Fig. 1: supply network
Bar = 50 um. Pins as bars on the die edge. Tap cells in grey.
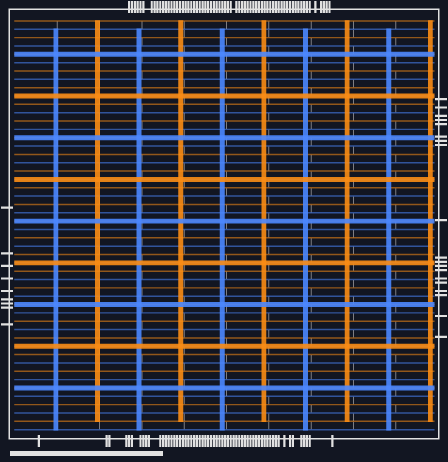
Fig. 2: cells coloured by class
Bar = 50 um.
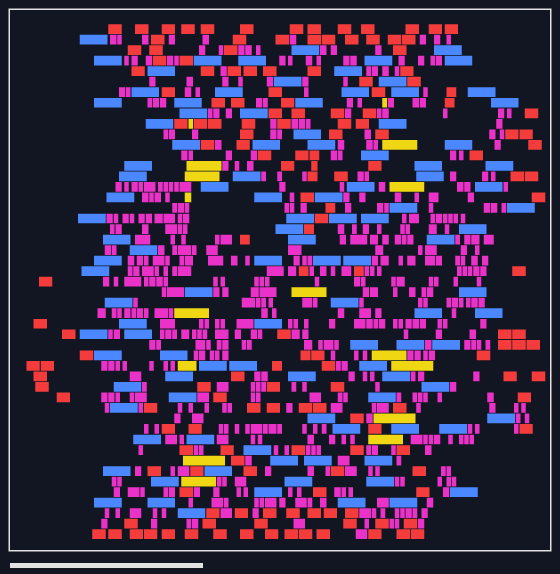
Fig. 3: clock wires, drivers and flops
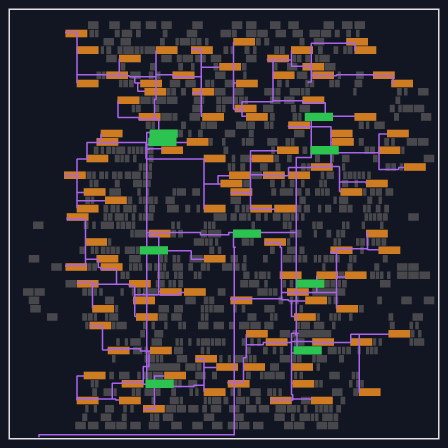
Fig. 4: routed metal, one colour a layer
Bar = 50 um. Only two layers are drawn.
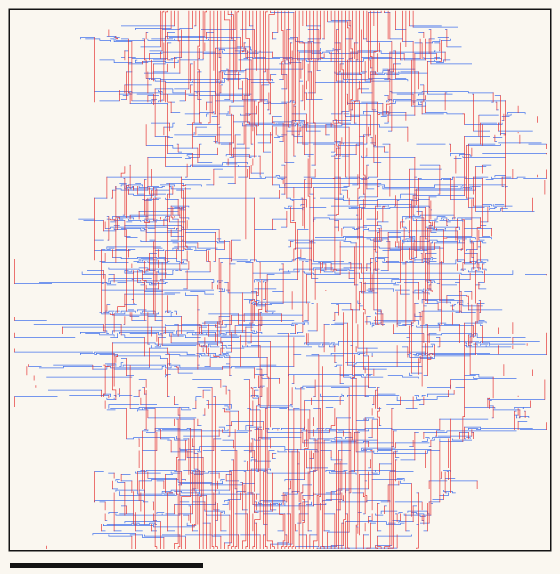
Fig. 5: cell placement
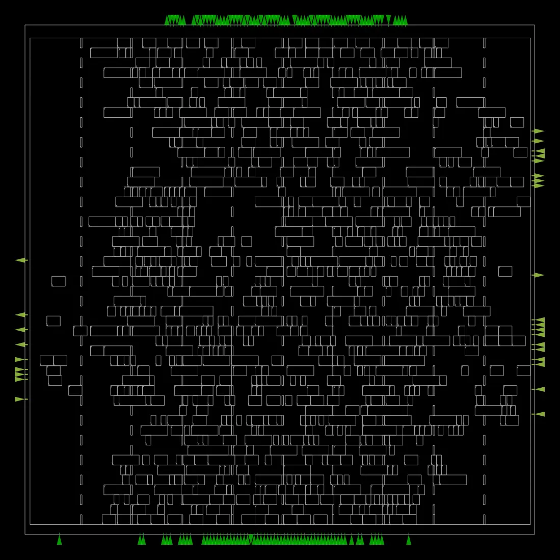
Design mips_boot_controller, sky130hd; sources not shown.
==> qor.csv <==
stage;metric;value;unit
layout;nets;970;
critical_path;CP Class;register to register;
layout;share of layout cells above drive strength 1;0.0581;
logic_synthesis;most common cell in the netlist;nand2_1;
clocking;Post-CTS Setup Bufs;0;
clocking;H-tree Lvls;3;
logic_synthesis;Post-synth mux share;0;
logic_synthesis;Post-Synthesis Cells;717;
clocking;Resized Gates After CTS;0;
logic_synthesis;and+or+nand+nor area frac;0.286;
timing;fmax;0.413;GHz
clocking;CTS root buffer;clkbuf_16;
global_route;grt total ovfl;0;
timing;Final Hold Violation Tally;0;
logic_synthesis;top cells by count, synth;149 x nand2_1, 109 x dfxtp_1, 98 x nor2_1;
run;max-cap violations;0;
clocking;CTS tree;yes;
logic_synthesis;yosys adder share;0.0147;
hold_path;hold crit path type;register to register;
logic_synthesis;Synth Flop Type;dfxtp_1;
clocking;clk sinks;109;
clocking;clock slew at reported path FFs;0.07;ns
logic_synthesis;Post-Synth XOR/XNOR Area;0.0600;
timing;Final Cycle Share;0.756;
logic_synthesis;warnings from Yosys;0;
status;status;complete, no violations;
drt;DR vias/cell;4.48;
logic_synthesis;# Cells Yosys;717;
clocking;CTS Buf Count;9;
logic_synthesis;FFs w/ async S/R, synth;0;
global_route;met1 usage in global routing;0.192;
timing;Slew Limit Fails;0;
place;PortBufs;155;
timing;setup ws final;0.781;ns
logic_synthesis;Max-area cell share;0.427;
layout;Antenna diodes;0;
critical_path;Worst setup SP type;register;
drt;DR iter-0 viols;278;
power_and_ir_drop;Max VDD drop;0.000319;V
logic_synthesis;ys flops;109;
global_route;vias in the first global route;4555;
critical_path;Worst Path Arrival;2.42;ns
drt;highest routed layer;met4;
place;worst slack at placement;0.578;ns
critical_path;Critical Path Sink Type;register;
Back to the opening pictures, Fig. 1:
| net | colour |
|---|---|
| VSS | blue |
| VDD | orange |
rows: 49
tap cells: 229
met4 straps: 10
Die X: 140 um
Die Height: 140 um

Back to the opening pictures, Fig. 2:
| class | colour | cells | share of their area |
|---|---|---|---|
| clock drivers and dummy loads | yellow | 16 | 4.9% |
| flops | blue | 109 | 32% |
| other buffers and delay cells | red | 166 | 24% |
| combinational and other logic | magenta | 569 | 40% |
Seq/total area: 0.303
# rows: 49
Core Area: 18300 um^2
cell area after layout: 7190 um^2
utilization after layout: 0.394

Back to the opening pictures, Fig. 3:
[clock drivers] green | count: 9
[clock wires] purple | length: 1520 um
[flip-flops] orange | count: 109
routed clock nets: 10
clock power share: 0.264
Latency at later pin: 0.35 ns

Back to the opening pictures, Fig. 4:
| layer | colour | wire length |
|---|---|---|
| metal 1 | blue | 6840 um |
| metal 2 | red | 7200 um |
WL/cell: 13.4 um
GR Util All Layers: 0.156
final wirelength: 14.6 mm
vias: 4884

Back to the opening pictures, Fig. 5:
fillcell total: 1895
registers: 109

[cell type report]
type | instances | area (um^2) | area share
clock inverters | 4 | 95.1 | 0.0132
inverters | 49 | 184 | 0.0256
repair buffers | 166 | 1630 | 0.227
multi-input cells | 520 | 2570 | 0.357
well taps | 229 | 287 | 0.0398
clock buffers | 12 | 246 | 0.0343
flip-flops and latches | 109 | 2180 | 0.303
[where the power goes]
part / switching (W) / internal [W]
sequential: 0.000189 / 0.00165
clock: 0.000506 / 0.000787
combinational: 0.00101 / 0.000750
[critical path, stage by stage, from the launching register on]
cell and delay, ns:
dfxtp_1 0.36, inv_1 0.07, ha_1 0.31, inv_1 0.41, nor2_1 0.12, a21oi_2 0.49, nand2_4 0.16, nand2_1 0.09
a21oi_1 0.06
Power is estimated from default activity; no workload was simulated.
